route_heat.png
Bar = 20 um. The die is cut into 15 by 15 equal tiles; white is low, dark blue is high, scaled to the fullest tile. Values are wire area over tile area, all layers added.
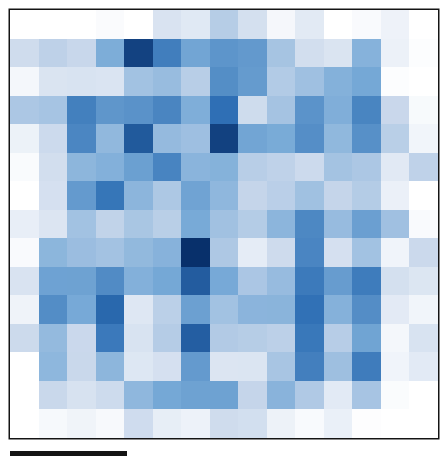
m3.png
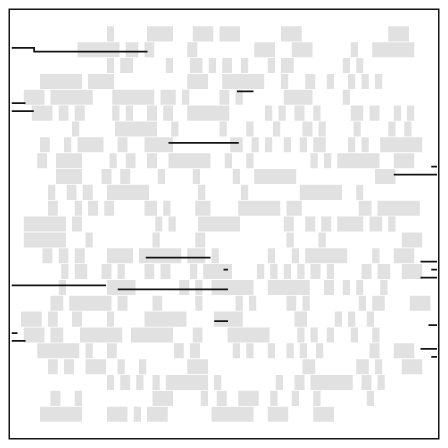
closeup.png
Window x 17 to 57, y 17 to 57 um. Cells in grey, sequential cells in the stronger grey; small squares are vias.
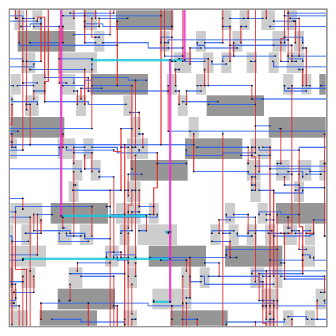
File: src/rtl/vend_pkg.sv
// rtl/vend_pkg.sv - coin encoding, feeder state encoding and prices shared with the vending controller
package vend_pkg;

   typedef enum logic {
      COIN_5  = 1'b0,
      COIN_10 = 1'b1
   } coin_t;

   typedef enum logic [1:0] {
      IDLE  = 2'd0,
      ISSUE = 2'd1,
      SPACE = 2'd2
   } feeder_state_t;

   localparam int COIN_5_VALUE  = 5;
   localparam int COIN_10_VALUE = 10;
   localparam int BOTTLE_PRICE  = 15;

   function automatic int coin_value(input logic is_ten);
      return is_ten ? COIN_10_VALUE : COIN_5_VALUE;
   endfunction

endpackage

File: src/rtl/coin_fifo.sv
// rtl/coin_fifo.sv - 1-bit coin type FIFO, head read combinationally from the read pointer
module coin_fifo #(
   parameter int DEPTH = 4
) (
   input  logic                     clk,
   input  logic                     reset,
   input  logic                     push,
   input  logic                     pop,
   input  logic                     din,
   output logic                     head,
   output logic                     full,
   output logic                     empty,
   output logic [$clog2(DEPTH):0]   count
);

   localparam int AW = $clog2(DEPTH);

   logic [DEPTH-1:0] mem;
   logic [AW-1:0]    wr_ptr;
   logic [AW-1:0]    rd_ptr;
   logic             do_push;
   logic             do_pop;

   assign full    = (count == (AW+1)'(DEPTH));
   assign empty   = (count == '0);
   assign head    = mem[rd_ptr];
   assign do_push = push && !full;
   assign do_pop  = pop && !empty;

   // Pointers are exactly log2(DEPTH) bits, so they wrap without compare logic.
   always_ff @(posedge clk) begin
      if (!reset) begin
         mem    <= '0;
         wr_ptr <= '0;
         rd_ptr <= '0;
         count  <= '0;
      end else begin
         if (do_push) begin
            mem[wr_ptr] <= din;
            wr_ptr      <= wr_ptr + 1'b1;
         end
         if (do_pop) begin
            rd_ptr <= rd_ptr + 1'b1;
         end
         if (do_push && !do_pop) begin
            count <= count + 1'b1;
         end else if (do_pop && !do_push) begin
            count <= count - 1'b1;
         end
      end
   end

endmodule

File: src/rtl/coin_feeder.sv
// rtl/coin_feeder.sv - buffers acceptor coins and replays them as spaced one-cycle pulses, tallies dispenses
module coin_feeder
   import vend_pkg::*;
#(
   parameter int DEPTH = 4,
   parameter int GAP   = 1,
   parameter int CNT_W = 8
) (
   input  logic             clk,
   input  logic             reset,
   input  logic             coin_valid,
   input  logic             coin_is_ten,
   output logic             coin_ready,
   input  logic             pause,
   output logic             five_coin,
   output logic             ten_coin,
   input  logic             bottle,
   input  logic             change,
   output logic [CNT_W-1:0] bottles_out,
   output logic [CNT_W-1:0] changes_out,
   output logic             drop_err,
   output logic             busy
);

   localparam int GAP_W = (GAP > 1) ? $clog2(GAP) : 1;

   feeder_state_t        state;
   logic [GAP_W-1:0]     gap_cnt;
   logic                 fifo_head;
   logic                 fifo_full;
   logic                 fifo_empty;
   logic [$clog2(DEPTH):0] fifo_count;
   logic                 push;
   logic                 pop;

   assign coin_ready = !fifo_full;
   assign push       = coin_valid && coin_ready;
   assign pop        = (state == IDLE) && !fifo_empty && !pause;
   assign busy       = (fifo_count != '0) || (state != IDLE);

   coin_fifo #(
      .DEPTH (DEPTH)
   ) u_fifo (
      .clk   (clk),
      .reset (reset),
      .push  (push),
      .pop   (pop),
      .din   (coin_is_ten),
      .head  (fifo_head),
      .full  (fifo_full),
      .empty (fifo_empty),
      .count (fifo_count)
   );

   always_ff @(posedge clk) begin
      if (!reset) begin
         state     <= IDLE;
         gap_cnt   <= '0;
         five_coin <= 1'b0;
         ten_coin  <= 1'b0;
      end else begin
         case (state)
            IDLE: begin
               if (pop) begin
                  state     <= ISSUE;
                  ten_coin  <= (fifo_head == COIN_10);
                  five_coin <= (fifo_head == COIN_5);
               end
            end
            ISSUE: begin
               five_coin <= 1'b0;
               ten_coin  <= 1'b0;
               gap_cnt   <= GAP_W'(GAP - 1);
               state     <= SPACE;
            end
            SPACE: begin
               if (gap_cnt == '0) begin
                  state <= IDLE;
               end else begin
                  gap_cnt <= gap_cnt - 1'b1;
               end
            end
            default: begin
               state     <= IDLE;
               five_coin <= 1'b0;
               ten_coin  <= 1'b0;
            end
         endcase
      end
   end

   // Tallies hold at all-ones rather than wrapping back to zero.
   always_ff @(posedge clk) begin
      if (!reset) begin
         bottles_out <= '0;
         changes_out <= '0;
         drop_err    <= 1'b0;
      end else begin
         if (bottle && (bottles_out != '1)) begin
            bottles_out <= bottles_out + 1'b1;
         end
         if (change && (changes_out != '1)) begin
            changes_out <= changes_out + 1'b1;
         end
         if (coin_valid && !coin_ready) begin
            drop_err <= 1'b1;
         end
      end
   end

endmodule

File: config.mk
export PLATFORM = sky130hd
export DESIGN_NAME = coin_feeder
export DESIGN_NICKNAME = d
export VERILOG_FILES = /design/src/rtl/vend_pkg.sv /design/src/rtl/coin_fifo.sv /design/src/rtl/coin_feeder.sv
export SDC_FILE = /design/constraint.sdc
export NUM_CORES = 1
export LEC_CHECK = 0
export ABC_AREA = 1
export CAP_MARGIN = 20
export CELL_PAD_IN_SITES_DETAIL_PLACEMENT = 1
export CELL_PAD_IN_SITES_GLOBAL_PLACEMENT = 2
export CORE_UTILIZATION = 32
export CTS_BUF_LIST = sky130_fd_sc_hd__clkbuf_8
export DETAILED_ROUTE_END_ITERATION = 10
export PLACE_DENSITY_LB_ADDON = 0.08
export SLEW_MARGIN = 5
export SYNTH_ARGS = -nofsm -noshare
export SYNTH_HDL_FRONTEND = slang
export SYNTH_SLANG_ARGS = --single-unit
File: constraint.sdc
create_clock -name clk -period 4.9 [get_ports clk]
set_input_delay 0.49 -clock clk [delete_from_list [all_inputs] [get_ports clk]]
set_output_delay 0.49 -clock clk [all_outputs]
set_load 0.05 [all_outputs]
==> impl_metrics.tcl <==
# place-and-route summary
set metrics [dict create \
    outcome "finished, final reports clean" \
    use_met2_pct 23.5 \
    taps 67 \
    wl_met3_um 111 \
    pg_comb_mw 0.261 \
    fin_skew_ps 6.07 \
    flops 32 \
    buf_share_pct 13.3 \
    path_depth 5 \
    setup_slack_ps 2630 \
    comb_area_share_pct 41.2 \
    critPathLaunchType "flop" \
    cpPeakStageDelay_ps 810 \
    crit_type "reg -> out" \
    ys_ff 32 \
    dp_slack_ps 2340 \
    die-area_um2 5400 \
    rrSetupSlack_ps 2790 \
    cp.arrival_ps 1780 \
    synth_nets 252 \
    synth_area_per_cell_um2 6.89 \
    reg.largest.list "bottles_out: 8 flops, changes_out: 8 flops, u_fifo.mem: 4 flops" \
    p_clk_mw 0.189 \
    pwr-share-seq_pct 41.4 \
    power_mw 0.768 \
    dominant_cells "combinational gates" \
    path_clk_slew_ps 70 \
    worstHoldPathType "reg -> reg" \
    worstSkewPairLatency_ps 280 \
    most_common_cell "nand2_1" \
    busiest_layer "met2" \
    ctsHoldBuffers 0 \
    grt_overflow 0 \
    grt.total_usage_pct 15.5 \
    lay_top_count "nand2_1" \
    clock_tree_area_fraction_pct 3.83 \
    syn_area_um2 1630 \
    maxCapViolCount 0 \
    pg_seq_mw 0.318 \
    period_needed_ps 2270 \
    final-setup-viol-count 0 \
    grt_pass1_wl_mm 6.36 \
    endpoint_kind "output pin" \
    critical_path.cell_chain "inv_1 > nand3_1 > inv_1 > nand2_1 > clkdlybuf4s50_1" \
    worst_hold_startpoint "state[1]$_SDFFE_PN0P_" \
    vias_per_cell 4.67 \
    ys_area_um2 1630 \
    cpMostUsedCell "inv_1" \
]
About route_heat.png:
The fullest tile reaches 0.33. 8.0% of the tiles are nearly empty. The mean over all tiles is 0.11. 25% of the tiles are over half the peak.

About m3.png:
15 nets have wire on it. The longest straight run is 19.3 um.
final wirelength: 3.85 mm
GR Layer Usage met3: 4.39%
via count: 1549

About closeup.png:
Cyan is M3. Blue is M1. Red is M2. Magenta is M4.
Sequential cells in the window: 15. Netlist names of flops here include changes_out (6), bottles_out (3), u_fifo.mem (2). 99 logic cells have their middle in the window. Most frequent: nand2_1 (22), nor2_1 (15), dfxtp_1 (15).

Power and IR drop assume default switching activity.
